class_map.png
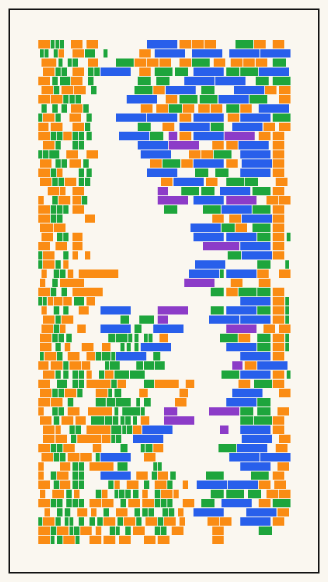
placed.png
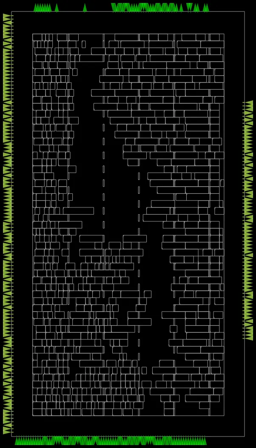
ff_map.png
Scale bar: 20 um.
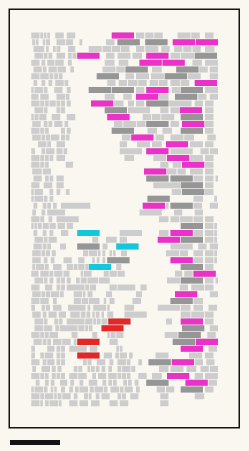
**src/rtl/dmem_arbiter_ctrl.sv**
```systemverilog
// Two-port arbiter and read-latency sequencer for the single-port data memory.
// Define DMEM_PERFCNT_EN to build the port 0 stall-cycle counter on perf_p0_stall.
module dmem_arbiter_ctrl #(
  parameter int DBITS      = 32,
  parameter int AWIDTH     = 14,
  parameter int RD_LAT     = 2,
  parameter int STARVE_MAX = 4
) (
  input  logic              clk,
  input  logic              reset,
  input  logic              p0_req,
  input  logic              p0_we,
  input  logic [DBITS-1:0]  p0_addr,
  input  logic [DBITS-1:0]  p0_wdata,
  output logic              p0_gnt,
  output logic              p0_rvalid,
  output logic [DBITS-1:0]  p0_rdata,
  input  logic              p1_req,
  input  logic              p1_we,
  input  logic [DBITS-1:0]  p1_addr,
  input  logic [DBITS-1:0]  p1_wdata,
  output logic              p1_gnt,
  output logic              p1_rvalid,
  output logic [DBITS-1:0]  p1_rdata,
  output logic              mem_en,
  output logic              mem_we,
  output logic [AWIDTH-1:0] mem_addr,
  output logic [DBITS-1:0]  mem_wdata,
  input  logic [DBITS-1:0]  mem_rdata,
  output logic              busy,
  output logic [31:0]       perf_p0_stall
);

  typedef enum logic {ST_IDLE, ST_WAIT} state_e;

  state_e             state_q;
  logic [2:0]         cnt_q;
  logic               owner_q;
  logic [3:0]         starve_q, starve_d;
  logic               p0_rvalid_q, p1_rvalid_q;
  logic [DBITS-1:0]   p0_rdata_q, p1_rdata_q;
  logic               idle, starved, rd_gnt;
  logic               unused_addr;

  // Grants are gated by reset so nothing reaches the memory while reset is held.
  assign idle    = reset && (state_q == ST_IDLE);
  assign starved = (starve_q == 4'(STARVE_MAX));
  assign p1_gnt  = idle && p1_req && (!p0_req || starved);
  assign p0_gnt  = idle && p0_req && !p1_gnt;
  assign rd_gnt  = (p0_gnt && !p0_we) || (p1_gnt && !p1_we);

  always_comb begin
    mem_en    = 1'b0;
    mem_we    = 1'b0;
    mem_addr  = '0;
    mem_wdata = '0;
    if (p0_gnt) begin
      mem_en    = 1'b1;
      mem_we    = p0_we;
      mem_addr  = p0_addr[AWIDTH+1:2];
      mem_wdata = p0_wdata;
    end else if (p1_gnt) begin
      mem_en    = 1'b1;
      mem_we    = p1_we;
      mem_addr  = p1_addr[AWIDTH+1:2];
      mem_wdata = p1_wdata;
    end
  end

  always_comb begin
    starve_d = starve_q;
    if (idle) begin
      if (!p1_req || p1_gnt) starve_d = '0;
      else if (!starved)     starve_d = starve_q + 4'd1;
    end
  end

  // cnt_q holds the WAIT cycles still to go; the last one captures mem_rdata.
  always_ff @(posedge clk or negedge reset) begin
    if (!reset) begin
      state_q     <= ST_IDLE;
      cnt_q       <= '0;
      owner_q     <= 1'b0;
      starve_q    <= '0;
      p0_rvalid_q <= 1'b0;
      p1_rvalid_q <= 1'b0;
      p0_rdata_q  <= '0;
      p1_rdata_q  <= '0;
    end else begin
      p0_rvalid_q <= 1'b0;
      p1_rvalid_q <= 1'b0;
      starve_q    <= starve_d;
      case (state_q)
        ST_IDLE: begin
          if (rd_gnt) begin
            if (RD_LAT == 1) begin
              if (p1_gnt) begin
                p1_rvalid_q <= 1'b1;
                p1_rdata_q  <= mem_rdata;
              end else begin
                p0_rvalid_q <= 1'b1;
                p0_rdata_q  <= mem_rdata;
              end
            end else begin
              state_q <= ST_WAIT;
              cnt_q   <= 3'(RD_LAT - 1);
              owner_q <= p1_gnt;
            end
          end
        end
        ST_WAIT: begin
          cnt_q <= cnt_q - 3'd1;
          if (cnt_q == 3'd1) begin
            state_q <= ST_IDLE;
            if (owner_q) begin
              p1_rvalid_q <= 1'b1;
              p1_rdata_q  <= mem_rdata;
            end else begin
              p0_rvalid_q <= 1'b1;
              p0_rdata_q  <= mem_rdata;
            end
          end
        end
        default: state_q <= ST_IDLE;
      endcase
    end
  end

  assign p0_rvalid = p0_rvalid_q;
  assign p1_rvalid = p1_rvalid_q;
  assign p0_rdata  = p0_rdata_q;
  assign p1_rdata  = p1_rdata_q;
  assign busy      = (state_q == ST_WAIT);

`ifdef DMEM_PERFCNT_EN
  logic [31:0] perf_q;

  always_ff @(posedge clk or negedge reset) begin
    if (!reset)                 perf_q <= '0;
    else if (p0_req && !p0_gnt) perf_q <= perf_q + 32'd1;
  end

  assign perf_p0_stall = perf_q;
`else
  assign perf_p0_stall = '0;
`endif

  assign unused_addr = ^{p0_addr[DBITS-1:AWIDTH+2], p0_addr[1:0],
                         p1_addr[DBITS-1:AWIDTH+2], p1_addr[1:0]};

endmodule

```
**config.mk**
```make
export PLATFORM = sky130hd
export DESIGN_NAME = dmem_arbiter_ctrl
export DESIGN_NICKNAME = d
export VERILOG_FILES = /design/src/rtl/dmem_arbiter_ctrl.sv
export SDC_FILE = /design/constraint.sdc
export NUM_CORES = 1
export LEC_CHECK = 0
export CORE_ASPECT_RATIO = 2
export CORE_MARGIN = 8
export CORE_UTILIZATION = 37
export DETAILED_ROUTE_END_ITERATION = 16
export PLACE_DENSITY = 0.87
export SKIP_LAST_GASP = 1
export SLEW_MARGIN = 5
export SYNTH_ARGS = -nofsm -noshare
export SYNTH_HDL_FRONTEND = slang
export SYNTH_SLANG_ARGS = --single-unit
```
**constraint.sdc**
```tcl
create_clock -name clk -period 2.65 [get_ports clk]
set_input_delay 0.53 -clock clk [delete_from_list [all_inputs] [get_ports clk]]
set_output_delay 0.53 -clock clk [all_outputs]
set_load 0.01 [all_outputs]
```
==> summary.txt <==
The implementation run finished. The flow ran to the end, but the final reports show violations. The checks that failed: negative setup slack. Area occupied by multi-input gates landed at around 2000 sq um.

STA on the placed design reports a worst setup slack of -0.418 ns. After layout, the worst setup slack is -0.00844 ns. Setup repair after global routing could not meet its margin everywhere. For the combinational group, total power comes out at 3.27 mW.

For reference, the critical path cell chain is inv_1 -> ha_2 -> and4b_2 -> buf_4 -> clkbuf_16 -> o21ai_0 -> a21oi_1 -> dlygate4sd2_1. OpenROAD reports that the post-layout worst path occupies 100% of the period. For this design the static power due to leakage is 3.07 nW. Buffer-and-inverter tally for the worst setup path landed at 4. TritonCTS built the clock tree. Yosys reports that the most numerous cell types are 75 x dfrtp_1, 50 x nand3_1, 47 x a21oi_1. Number of maximum-capacitance constraint violations landed at 0.

Per STA, the highest per-stage delay on the worst path measures 0.40 ns. Power density over cell area landed at 935 nW/um^2. Among the non-sequential cells, multiplexers take the most area. Register-to-register setup slack landed at 0.67 ns. Initial antenna violation count landed at 0. Per STA, the startpoint of the critical path is starve_q[1]. The worst path in the final design needs a cycle of 2.66 ns, including I/O delays and setup. The critical path runs through a total of 8 cells. First-pass GRT wire length landed at roughly 25 mm.

Largest fanout of any net on the critical path landed at 15. Across the routed clock network, the largest skew measured is about 0.0049 ns. Cell area reported after detailed placement landed at 6740 sq um.

After synthesis, the share of cell area in mux cells is 19.8%. The biggest slice of the total power is consumed by combinational logic. Number of global-route vias before repair landed at 4662. Post-synthesis adder-cell area fraction landed at 1.19%.

Hold buffer count at CTS landed at 0. For this run, the detailed router reports a per-instance via density of 5.15. Yosys stat counts 400 cells in the synthesized netlist. Of the synthesized area, sequential elements account for approximately 45%. Share of synthesized cell area in and-or and or-and compound cells landed at 12.8%.

The clock H-tree reported by CTS has 3 levels. The internal power of the cells totals 4.42 mW. Part of the power in registers landed at 31.0%.

Worst endpoint data arrival time landed at 2.13 ns. Wires add up to 15.7 mm. Net total in the final layout landed at 819. By area the synthesized netlist is led by dfrtp_1 45%, mux2_4 10%, mux2_2 9.4%, nand3_1 6.0%, buf_4 5.9%. The first routing iteration left 128 violations.

Of all cell types, the one taking the most synthesized area is dfrtp_1. Post-route total power landed at 6.54 mW. The worst setup path is launched from a flip-flop.

Share of total power in combinational logic landed at 50.0%. Met3 layer usage reported by global route landed at 9.00%. STA shows the worst reg2reg path with a cell count of 8.

In this run the critical register-to-register path is captured at cnt_q[2]. The worst VDD IR drop from the latest analysis is 629 uV. Number of buffers inserted during clock tree synthesis landed at 9. Including well taps, the total number of placed cells is between 700 and 800. Sum of met2 wire segment lengths after detailed routing landed at 8.37 mm.

The most critical hold endpoint after final layout shows a slack of 0.455 ns. Met2 capacity usage during global routing landed at between 30% and 40%. Non-filler instance count after layout landed at between 700 and 800. The stage logs contain a warning count of 66. Per the skew report, the later register of the worst-skew pair sees a clock latency of around 0.33 ns. The DRC violation total left in the routed layout is recorded as 0. Inverter tally of the final layout excluding the clock network landed at 9.

Actual transition at the worst max-transition pin landed at 0.920 ns. Non-clock buffer share of cell area landed at 37.5%. Summed over all nets, the switching power comes to roughly 2.1 mW. Cell count after synthesis landed at 400. Layout overhead on the synthesized area landed at 66.8%.

In this run the post-CTS setup repair buffer count came out at 1. For reference, the clock transition at the flip-flops on the worst setup and hold paths is 0.06 ns. Remaining max-slew budget at the tightest pin landed at 38.7%. The worst setup path is captured at an output port.

Final number of setup-violating endpoints landed at 2. Synthesized-area fraction occupied by xor and xnor cells landed at less than 1%. Per the cell usage report, the commonest logic cell in the layout is clkdlybuf4s50_1. Number of flip-flops and latches in the synthesized netlist landed at 75. Share of flip-flops with an asynchronous set or reset landed at 100%. The library cells used most frequently in the layout, excluding fill and tap cells, are 194 x clkdlybuf4s50_1, 75 x dfrtp_1, 50 x nand3_1.
About class_map.png:
clock drivers and dummy loads -> purple  # cells 16
registers -> blue  # cells 75
remaining buffers and delay cells -> orange  # cells 273
remaining logic cells -> green  # cells 290
Core Footprint: 11200 sq um
num rows: 55

About placed.png:
final core utilization: 62.4%
registers: 75
layout filler cell count: 878
sequential fraction of total cell area: 26.8%

About ff_map.png:
p0_rdata -> magenta  # sequential cells 32
cnt_q -> cyan  # sequential cells 3
starve_q -> red  # sequential cells 4, where bottom middle
Sequential cell area: 1880 sq um
Seq. pwr: 2.03 mW

Power figures rest on the tool's default switching activity, not on a simulated workload.
